<file path="src/rtl/frame_swap_controller.sv">
// Double-buffer arbiter between a renderer and a scan-out engine sharing one framebuffer RAM.
// Renders land in the back buffer, scans read the front buffer, and buffers swap only at vblank.
module frame_swap_controller #(
  parameter int H_RES  = 320,
  parameter int V_RES  = 240,
  parameter int ADDR_W = 17,
  parameter int CNT_W  = 8
) (
  input  logic              Clk,
  input  logic              Reset,
  input  logic              new_frame,
  input  logic              render_done,
  output logic              render_ack,
  input  logic [9:0]        wr_x,
  input  logic [8:0]        wr_y,
  input  logic              wr_en,
  input  logic [2:0]        wr_color_in,
  input  logic [9:0]        rd_x,
  input  logic [8:0]        rd_y,
  output logic [ADDR_W:0]   ram_wr_addr,
  output logic [2:0]        ram_wr_data,
  output logic              ram_we,
  output logic [ADDR_W:0]   ram_rd_addr,
  output logic              rd_valid,
  output logic              front_sel,
  output logic [CNT_W-1:0]  repeat_count,
  output logic [CNT_W-1:0]  drop_count
);

  typedef enum logic [1:0] {
    ST_RENDER    = 2'd0,
    ST_WAIT_SWAP = 2'd1,
    ST_ACK       = 2'd2
  } state_t;

  state_t             state_q, state_d;
  logic               front_sel_q, front_sel_d;
  logic               render_ack_q, render_ack_d;
  logic               ram_we_q, ram_we_d;
  logic [ADDR_W:0]    ram_wr_addr_q, ram_wr_addr_d;
  logic [2:0]         ram_wr_data_q, ram_wr_data_d;
  logic [ADDR_W:0]    ram_rd_addr_q, ram_rd_addr_d;
  logic               rd_valid_q, rd_valid_d;
  logic [CNT_W-1:0]   repeat_count_q, repeat_count_d;
  logic [CNT_W-1:0]   drop_count_q, drop_count_d;

  logic               swap;
  logic               repeat_inc;
  logic               wr_in_range;
  logic               wr_legal;
  logic               drop_inc;
  logic               rd_in_range;

  // Full-width linear address, truncated to the per-buffer address width.
  function automatic logic [ADDR_W-1:0] lin_addr(input logic [8:0] y, input logic [9:0] x);
    return ADDR_W'(int'(y) * H_RES + int'(x));
  endfunction

  function automatic logic [CNT_W-1:0] sat_inc(input logic [CNT_W-1:0] c, input logic en);
    return (en && (c != '1)) ? c + CNT_W'(1) : c;
  endfunction

  always_comb begin
    state_d     = state_q;
    front_sel_d = front_sel_q;
    swap        = 1'b0;
    repeat_inc  = 1'b0;
    case (state_q)
      ST_RENDER: begin
        if (render_done && new_frame) begin
          swap    = 1'b1;
          state_d = ST_ACK;
        end else if (render_done) begin
          state_d = ST_WAIT_SWAP;
        end else if (new_frame) begin
          repeat_inc = 1'b1;
        end
      end
      ST_WAIT_SWAP: begin
        if (new_frame) begin
          swap    = 1'b1;
          state_d = ST_ACK;
        end
      end
      ST_ACK: begin
        state_d = ST_RENDER;
        if (new_frame) repeat_inc = 1'b1;
      end
      default: state_d = ST_RENDER;
    endcase
    if (swap) front_sel_d = ~front_sel_q;
    render_ack_d = swap;
  end

  // A write coinciding with a swap would land in the buffer about to go on screen, so it is dropped.
  always_comb begin
    wr_in_range   = (int'(wr_x) < H_RES) && (int'(wr_y) < V_RES);
    wr_legal      = wr_en && wr_in_range && (state_q == ST_RENDER) && !swap;
    drop_inc      = wr_en && !wr_legal;
    ram_we_d      = wr_legal;
    ram_wr_addr_d = ram_wr_addr_q;
    ram_wr_data_d = ram_wr_data_q;
    if (wr_legal) begin
      ram_wr_addr_d = {~front_sel_q, lin_addr(wr_y, wr_x)};
      ram_wr_data_d = wr_color_in;
    end
    drop_count_d   = sat_inc(drop_count_q, drop_inc);
    repeat_count_d = sat_inc(repeat_count_q, repeat_inc);
  end

  always_comb begin
    rd_in_range   = (int'(rd_x) < H_RES) && (int'(rd_y) < V_RES);
    rd_valid_d    = rd_in_range;
    ram_rd_addr_d = {front_sel_q, rd_in_range ? lin_addr(rd_y, rd_x) : '0};
  end

  always_ff @(posedge Clk) begin
    if (Reset) begin
      state_q        <= ST_RENDER;
      front_sel_q    <= 1'b0;
      render_ack_q   <= 1'b0;
      ram_we_q       <= 1'b0;
      ram_wr_addr_q  <= '0;
      ram_wr_data_q  <= '0;
      ram_rd_addr_q  <= '0;
      rd_valid_q     <= 1'b0;
      repeat_count_q <= '0;
      drop_count_q   <= '0;
    end else begin
      state_q        <= state_d;
      front_sel_q    <= front_sel_d;
      render_ack_q   <= render_ack_d;
      ram_we_q       <= ram_we_d;
      ram_wr_addr_q  <= ram_wr_addr_d;
      ram_wr_data_q  <= ram_wr_data_d;
      ram_rd_addr_q  <= ram_rd_addr_d;
      rd_valid_q     <= rd_valid_d;
      repeat_count_q <= repeat_count_d;
      drop_count_q   <= drop_count_d;
    end
  end

  assign render_ack   = render_ack_q;
  assign ram_we       = ram_we_q;
  assign ram_wr_addr  = ram_wr_addr_q;
  assign ram_wr_data  = ram_wr_data_q;
  assign ram_rd_addr  = ram_rd_addr_q;
  assign rd_valid     = rd_valid_q;
  assign front_sel    = front_sel_q;
  assign repeat_count = repeat_count_q;
  assign drop_count   = drop_count_q;

endmodule

</file>
<file path="config.mk">
export PLATFORM = sky130hd
export DESIGN_NAME = frame_swap_controller
export DESIGN_NICKNAME = d
export VERILOG_FILES = /design/src/rtl/frame_swap_controller.sv
export SDC_FILE = /design/constraint.sdc
export NUM_CORES = 1
export LEC_CHECK = 0
export CAP_MARGIN = 15
export CORE_MARGIN = 2
export CORE_UTILIZATION = 43
export DETAILED_ROUTE_END_ITERATION = 6
export GPL_TIMING_DRIVEN = 0
export PLACE_DENSITY = 0.78
export SKIP_LAST_GASP = 1
export SLEW_MARGIN = 20
export SYNTH_ARGS = -nofsm -noshare
export SYNTH_HDL_FRONTEND = slang
export SYNTH_SLANG_ARGS = --single-unit
</file>
<file path="constraint.sdc">
create_clock -name Clk -period 2.83 [get_ports Clk]
set_clock_uncertainty 0.15 [all_clocks]
set_input_delay 0.566 -clock Clk [delete_from_list [all_inputs] [get_ports Clk]]
set_output_delay 0.566 -clock Clk [all_outputs]
set_load 0.1 [all_outputs]
</file>
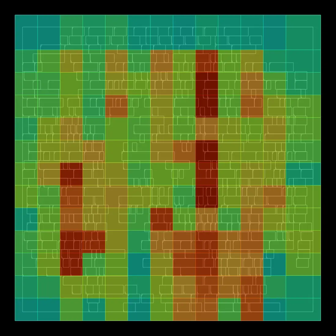
**Above:** run 1 (track usage over the die).
M3 GR Usage: 0.0419
Total GRT Usage: 0.198
GR Util met2: 0.367
met1 Use GR: 0.216

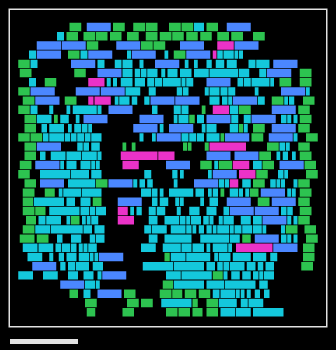
**Above:** run 1 (placed cells, one colour a class).
The bar under the picture is 20 um long.
[blue] sequential cells | cells: 61 | share of their area: 24%
[cyan] combinational and other logic | cells: 316 | share of their area: 48%
[magenta] clock drivers and dummy loads | cells: 16 | share of their area: 4.8%
[green] remaining buffers and delay cells | cells: 122 | share of their area: 22%
Rows: 32
Final Util: 0.663
area of the core: 7730 um^2
final instance area: 5120 um^2

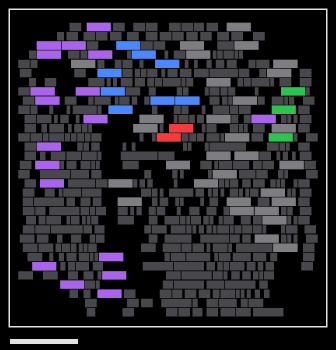
**Above:** run 1 (sequential cells grouped by signal name).
The bar under the picture is 20 um long. Other sequential cells in the stronger grey, the rest of the logic in the fainter grey.
[purple] ram_rd_addr | placed flops: 18
[blue] repeat_count | placed flops: 8 | where: north
[green] ram_wr_data | placed flops: 3
[red] state_q | placed flops: 2
Seq. pwr: 0.901 mW
flop share of the area: 0.238
flip-flop and latch area: 1220 um^2

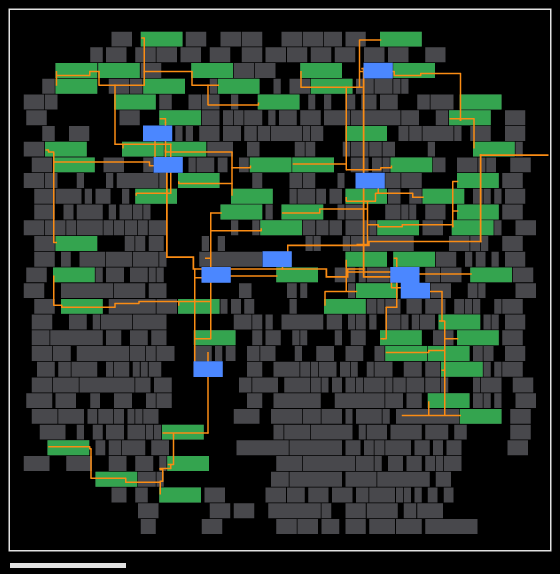
**Above:** run 1 (clock wires, drivers and flops).
The bar under the picture is 20 um long.
[blue] clock drivers | count: 9
[orange] clock wires | length: 780 um
[green] flip-flops | count: 61
routed clock nets: 10
flops lie: spread over the die
Clk pwr share: 0.346
clock distribution power: 0.927 mW

==> Changelog: implementation, run 1 <==
## Implementation

- Num CTS Buffers: 9
- Dpl hpwl: 6.58 mm
- Final setup viols: 0
- Buffering overhead: 0.219
- Comb gates: 307
- Max-cap violations: 0
- Clk sinks: 61
- Cell type with the largest total area: dfxtp_1
- Share of power burned in registers: 0.337
- Worst-path clk slew: 0.07 ns
- Mapped Cells: 389
- P_leak: 1.97 nW
- Total Nets Final: 598
- Vias in the first global route: 3180
- Dominant logic cell type in the layout: clkdlybuf4s50_1
- Comb power frac: 0.317
- # fillers: 634
- Outcome: finished, final reports clean
- Final TNS setup: 0 ns
- Xor/xnor share: 0.0688
- Internal: 1.82 mW
- Signal buffers: 122
- Crit-path max cell delay: 0.55 ns
- Yosys simple share: 0.229
- Synth warn: 0
- Initial antenna violation count: 0
- Syn_area_per_cell: 8.84 um^2
- Met2 WL: 4.42 mm
- Max layer used: met4
- Aoi share: 0.147
- First-pass GRT wire length: 14.0 mm
- HP Class: flip-flop to flip-flop
- Clock buf/inv share: 0.0467
- GRT busiest layer: met2
- Iteration-0 DRC Markers: 50
- Chip area: 8730 um^2
- Signal inverters: 9
==> run 1: worst max-delay path: cells and delay by family <==
| family | cells | cell delay [ns] |
|---|---|---|
| AOI/OAI and AO/OA | 2 | 0.48 |
| adders and majority gates | 2 | 0.49 |
| buffers and inverters | 2 | 0.72 |
| xor gates and xnor gates | 1 | 0.08 |
| and+or+nand+nor | 3 | 0.52 |
==> run 1: power by group through the flow <==
| stage | clock network, mW | logic, mW | registers (mW) |
|---|---|---|---|
| CTS | 0.948 | 0.791 | 0.901 |
| global placement | 0 | 0.725 | 0.920 |
| detailed placement | 0 | 0.740 | 0.921 |
| finish | 0.927 | 0.849 | 0.901 |
| floorplan | 0 | 0.367 | 1.10 |
| global route | 0.990 | 0.910 | 0.904 |
## Run 2: what changed since run 1
--- a/config.mk
+++ b/config.mk
@@ -5,6 +5,7 @@
 export SDC_FILE = /design/constraint.sdc
 export NUM_CORES = 1
 export LEC_CHECK = 0
+export ABC_CLOCK_PERIOD_IN_PS = 2830
 export CAP_MARGIN = 15
 export CORE_MARGIN = 2
 export CORE_UTILIZATION = 43
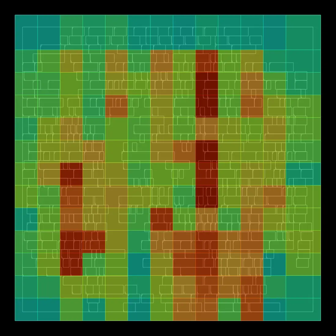
**Above:** run 2 (track usage over the die).
drt wl/cell: 14.2 um
GRT busiest layer: met2

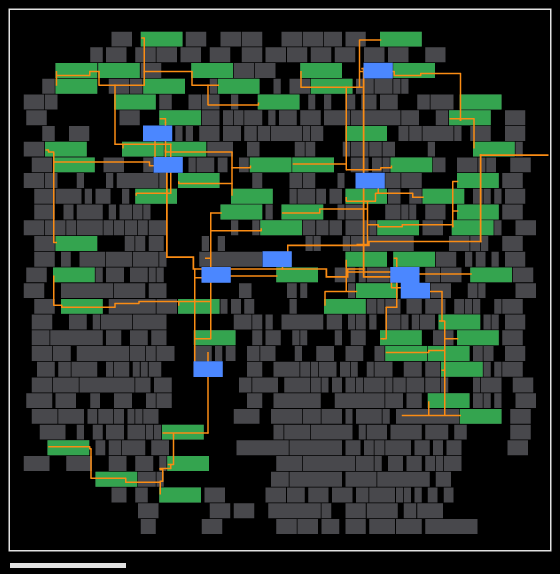
**Above:** run 2 (clock wires, drivers and flops).
The bar under the picture is 20 um long.
[orange] clock wires | length: 780 um
[blue] clock drivers | count: 9
[green] flip-flops | count: 61
flops lie: spread over the die
Insertion Delay late pin: 0.32 ns

==> Changelog: implementation, run 2 <==
## Implementation

- Outcome: finished, final reports clean
- Crit path max-delay family: buffers and inverters
- Internal: 1.82 mW
- Syn_area_per_cell: 8.84 um^2
- Final setup viols: 0
- Signal buffers: 122
- Cell type with the largest total area: dfxtp_1
- Worst path depth: 10
- Worst-path clk slew: 0.07 ns
- Synth warn: 0
- Area of the core: 7730 um^2
- Signal inverters: 9
- Flip-flop and latch area: 1220 um^2
- Total Nets Final: 598
- Clock distribution power: 0.927 mW
- Combinational power: 0.849 mW
- Yosys simple share: 0.229
- Vias in the first global route: 3180
- Clk pwr share: 0.346
- Aoi share: 0.147
- Max-cap violations: 0
- Chip area: 8730 um^2
- Total GRT Usage: 0.198
- Initial antenna violation count: 0
- Comb power frac: 0.317
- Dominant logic cell type in the layout: clkdlybuf4s50_1
- Xor/xnor share: 0.0688
- First-pass GRT wire length: 14.0 mm
- Seq. pwr: 0.901 mW
- Comb gates: 307
- Clock buf/inv share: 0.0467
- # fillers: 634
- Buffering overhead: 0.219
- Num CTS Buffers: 9
- Iteration-0 DRC Markers: 50
- Flop share of the area: 0.238
- P_leak: 1.97 nW
- Share of power burned in registers: 0.337
[run 2: logic make-up (layout without fill, tap and decap cells)]
logic type	count (synthesis)	count (layout)
simple gates	156	156
xor+xnor	27	27
fa+ha+maj	42	42
compound gates	78	78
flops	61	61
buf+inv	21	147
mux	4	4
[run 2: layer usage]
layer	track usage	part of all wire	routed length, um
met5	0	0	0
met3	0.0419	0.055	479
met4	0.0809	0.023	204
met1	0.216	0.42	3640
met2	0.367	0.51	4420
[run 2: metrics by stage]
stage	utilization	TNS, ns	cell area, um^2	hold slack [ns]
3_5_place_dp	0.599	-5.67	4630	0.297
2_1_floorplan	-	0	3460	0.288
4_1_cts	0.648	-0.0197	5000	0.306
3_3_place_gp	0.599	-4.96	4630	0.290
5_1_grt	0.663	-0.127	5120	0.321
6_report	0.663	0	5120	0.305
Power and IR drop assume default switching activity.
